File: config.mk
export PLATFORM = sky130hd
export DESIGN_NAME = output_ram_unpacker
export DESIGN_NICKNAME = d
export VERILOG_FILES = /design/src/rtl/output_ram_unpacker.sv
export SDC_FILE = /design/constraint.sdc
export NUM_CORES = 1
export LEC_CHECK = 0
export ABC_AREA = 1
export CAP_MARGIN = 20
export CORE_MARGIN = 2
export CORE_UTILIZATION = 49
export CTS_CLUSTER_SIZE = 14
export DETAILED_ROUTE_END_ITERATION = 8
export GPL_TIMING_DRIVEN = 0
export PLACE_DENSITY = 0.93
export SYNTH_ARGS = -nofsm -noshare
export SYNTH_HDL_FRONTEND = slang
export SYNTH_SLANG_ARGS = --single-unit
export TNS_END_PERCENT = 100
File: constraint.sdc
create_clock -name i_clk -period 3.2 [get_ports i_clk]
set_input_delay 0.64 -clock i_clk [delete_from_list [all_inputs] [get_ports i_clk]]
set_output_delay 0.64 -clock i_clk [all_outputs]
set_load 0.01 [all_outputs]
File: src/rtl/output_ram_unpacker.sv
// ---------------------------------------------------------------------------
// output_ram_unpacker
//
// Reads N words (N = i_count, clamped to DEPTH) from the 64-bit output RAM in
// address order, splits each word into two 32-bit beats and streams them out
// on a valid/ready interface.  A one-cycle o_done pulse marks the end of the
// transfer.  i_count == 0 completes immediately with only the done pulse.
//
// Ports:
//   i_clk, i_reset_n : clock, synchronous active-low reset
//   i_start, i_count : transfer request and word count (sampled together)
//   o_addr_r, o_read : RAM read address / enable (RAM data is combinational)
//   i_rdata          : RAM read data
//   o_data, o_valid  : output beat stream
//   i_ready          : sink ready
//   o_busy, o_done   : transfer in progress / completion pulse
//
// Handshake: a beat moves only when o_valid and i_ready are both high at a
// rising edge.  o_valid and o_data are decoded from registered state only, so
// they never depend combinationally on i_ready and remain stable while the
// sink stalls.
//
// Optional feature (macro OUTPUT_RAM_UNPACK_SWAP_EN): when defined, each word
// is emitted upper half first.  Timing and handshake are identical.
// ---------------------------------------------------------------------------
module output_ram_unpacker #(
  parameter int DEPTH  = 5,
  parameter int IN_W   = 64,
  parameter int OUT_W  = 32,
  parameter int ADDR_W = 4,
  parameter int CNT_W  = 3
) (
  input  logic              i_clk,
  input  logic              i_reset_n,
  input  logic              i_start,
  input  logic [CNT_W-1:0]  i_count,
  output logic [ADDR_W-1:0] o_addr_r,
  output logic              o_read,
  input  logic [IN_W-1:0]   i_rdata,
  output logic [OUT_W-1:0]  o_data,
  output logic              o_valid,
  input  logic              i_ready,
  output logic              o_busy,
  output logic              o_done
);

  typedef enum logic [2:0] {
    S_IDLE  = 3'd0,
    S_FETCH = 3'd1,
    S_LO    = 3'd2,
    S_HI    = 3'd3,
    S_DONE  = 3'd4
  } state_t;

  localparam logic [CNT_W-1:0] DEPTH_C = CNT_W'(DEPTH);

  state_t             r_state;
  state_t             w_next_state;
  logic [IN_W-1:0]    r_hold;
  logic [CNT_W-1:0]   r_remaining;
  logic [ADDR_W-1:0]  r_addr;

  logic [CNT_W-1:0]   w_count_clamped;
  logic               w_accept;
  logic [OUT_W-1:0]   w_first_half;
  logic [OUT_W-1:0]   w_second_half;

  assign w_count_clamped = (i_count > DEPTH_C) ? DEPTH_C : i_count;
  // o_valid is a pure state decode, so this adds no path from i_ready to o_valid.
  assign w_accept        = o_valid & i_ready;

`ifdef OUTPUT_RAM_UNPACK_SWAP_EN
  assign w_first_half  = r_hold[IN_W-1:OUT_W];
  assign w_second_half = r_hold[OUT_W-1:0];
`else
  assign w_first_half  = r_hold[OUT_W-1:0];
  assign w_second_half = r_hold[IN_W-1:OUT_W];
`endif

  // Next-state logic
  always_comb begin
    w_next_state = r_state;
    case (r_state)
      S_IDLE: begin
        if (i_start) begin
          w_next_state = (i_count == '0) ? S_DONE : S_FETCH;
        end
      end
      S_FETCH: w_next_state = S_LO;
      S_LO: begin
        if (w_accept) w_next_state = S_HI;
      end
      S_HI: begin
        if (w_accept) begin
          w_next_state = (r_remaining > CNT_W'(1)) ? S_FETCH : S_DONE;
        end
      end
      S_DONE:  w_next_state = S_IDLE;
      default: w_next_state = S_IDLE;
    endcase
  end

  // Outputs decoded from the current state only
  always_comb begin
    o_read   = 1'b0;
    o_addr_r = '0;
    o_valid  = 1'b0;
    o_data   = '0;
    o_busy   = 1'b0;
    o_done   = 1'b0;
    case (r_state)
      S_FETCH: begin
        o_read   = 1'b1;
        o_addr_r = r_addr;
        o_busy   = 1'b1;
      end
      S_LO: begin
        o_valid = 1'b1;
        o_data  = w_first_half;
        o_busy  = 1'b1;
      end
      S_HI: begin
        o_valid = 1'b1;
        o_data  = w_second_half;
        o_busy  = 1'b1;
      end
      S_DONE: begin
        o_busy = 1'b1;
        o_done = 1'b1;
      end
      default: ;
    endcase
  end

  // State and datapath registers
  always_ff @(posedge i_clk) begin
    if (!i_reset_n) begin
      r_state     <= S_IDLE;
      r_hold      <= '0;
      r_remaining <= '0;
      r_addr      <= '0;
    end else begin
      r_state <= w_next_state;
      case (r_state)
        S_IDLE: begin
          // i_start is only honoured here, so a request while busy or in the
          // done cycle leaves the latched count and address untouched.
          if (i_start && (i_count != '0)) begin
            r_remaining <= w_count_clamped;
            r_addr      <= '0;
          end
        end
        S_FETCH: r_hold <= i_rdata;
        S_HI: begin
          if (w_accept) begin
            if (r_remaining > CNT_W'(1)) begin
              r_remaining <= r_remaining - CNT_W'(1);
              r_addr      <= r_addr + ADDR_W'(1);
            end else begin
              r_remaining <= '0;
              r_addr      <= '0;
            end
          end
        end
        default: ;
      endcase
    end
  end

endmodule
Fig. 1: placed standard cells
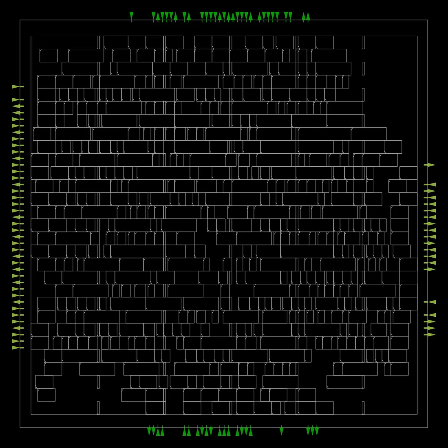
Tapcell Cnt: 77
seq_cells: 74
Final Core Density: 0.7348
non-filler instance count after layout: 622

Fig. 2: placed cells, one color a class
Fill, decap, tap and diode cells in gray.
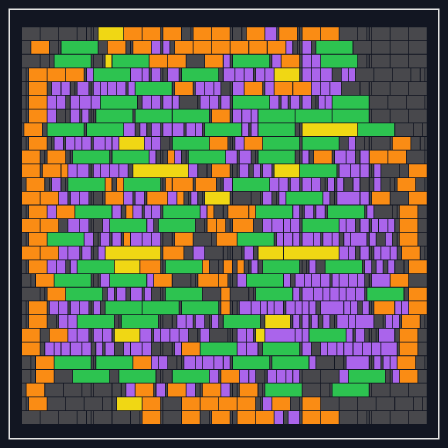
Yellow marks clock drivers and dummy loads, cells 16. Orange marks other buffers and delay cells, cells 137. Green marks flops, cells 74. Purple marks all other logic, cells 318.

Fig. 3: metal 3
The bar under the picture is 20 um long.
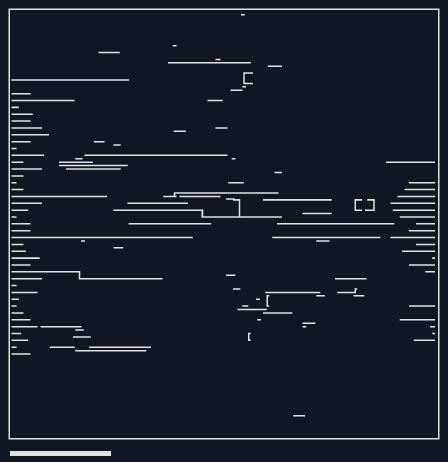
The layer holds 7.3% of the routed length. The layer carries 702 um of wire.

Fig. 4: M2 wires
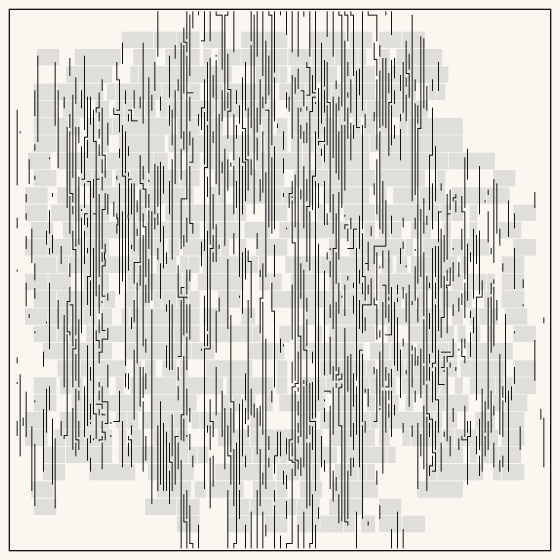
The wires run mostly vertical. 532 nets have wire on it. The longest straight run is 37.1 um. The layer holds 50% of the routed length. The layer carries 4770 um of wire.

==> Slide: Implementation Results <==
Key Metrics from the Run

Route
  • Routed len/inst: 15.40 um
  • DRT iter0 DRCs: 237
  • Routed wl met2: 4.768 mm
  • M1 wire length: 3.871 mm

Floorplan
  • Die W: 84.95 um
  • Die Y: 84.95 um

Critical path
  • Crit Reg-Reg Startpoint: r_state[2]
  • Worst reg2reg setup slack: 1710 ps
  • Crit path DRT: 2560 ps
  • Crit start category: flip-flop
  • CP peak stage delay: 590 ps

Finish
  • Seq/total area: 0.3175
  • Post-route design area: 4666 sq um
  • Largest Register: r_hold
  • Comb area: 1231 sq um
  • Biggest regs: r_hold: 64 flops, r_addr: 4 flops

Synthesis
  • Top cells, area: dfxtp_1 (46%), a21oi_1 (11%), o21ai_0 (9.8%), inv_1 (9.5%), o22ai_1 (6.2%)
  • Mapped Cells: 420
  • Synth async-reset ratio: 0
  • Syn nets: 494
  • Syn avg cell area: 7.644 sq um
  • Most numerous cell in the Yosys netlist: inv_1
  • Ys flops: 74
  • Yosys Instances: 420

Clock tree
  • Clk ins delay skew pair: 350 ps
  • Hold Buf Count CTS: 0
  • CTS Buf Count: 9
  • Clk buf depth: 2

Pwr
  • Top power group: registers
  • Worst vdd ir: 0.3998 mV
  • Clk. pwr: 0.000962 W
  • Clk pwr share: 0.295

GRT
  • Met1 Use GR: 0.3254
  • Global Route met3 Usage: 0.05934

Place
  • Placed Cells: 606
  • Post-DP HPWL: 6.881 mm
  • Port Buffers: 109
  • Area after DPL: 4398 sq um

Flow run
  • Log Warnings: 27

Worst hold path
  • Hold endpoint: r_hold[33]

STA
  • Highest Clock Rate: 0.3334 GHz

Outcome
  • Status: finished clean
## stage by stage
step,hold WS (ps),worst slack [ps],util,power [W]
6_report,456.6,200.9,0.7348,0.003265
3_3_place_gp,439.2,658.0,0.6926,0.002237
4_1_cts,456.3,114.5,0.7346,0.003251
5_1_grt,470.9,47.89,0.7348,0.003432
2_1_floorplan,429.7,1377,-,0.001914
3_5_place_dp,445.7,603.2,0.6926,0.002293
## worst max-delay path: cells and delay by family (launching register included)
family,cells,cell delay [ps]
flops,1,410
simple gates,1,240
compound gates,1,190
buf+inv,4,1160
## logic make-up after synthesis
logic type | share of synthesized area
AOI/OAI and AO/OA | 0.2868
xor gates and xnor gates | 0.008185
adders and majority gates | 0.01169
buffers and inverters | 0.1551
DFF | 0.4614
and+or+nand+nor | 0.07677
Power is estimated from default activity; no workload was simulated.
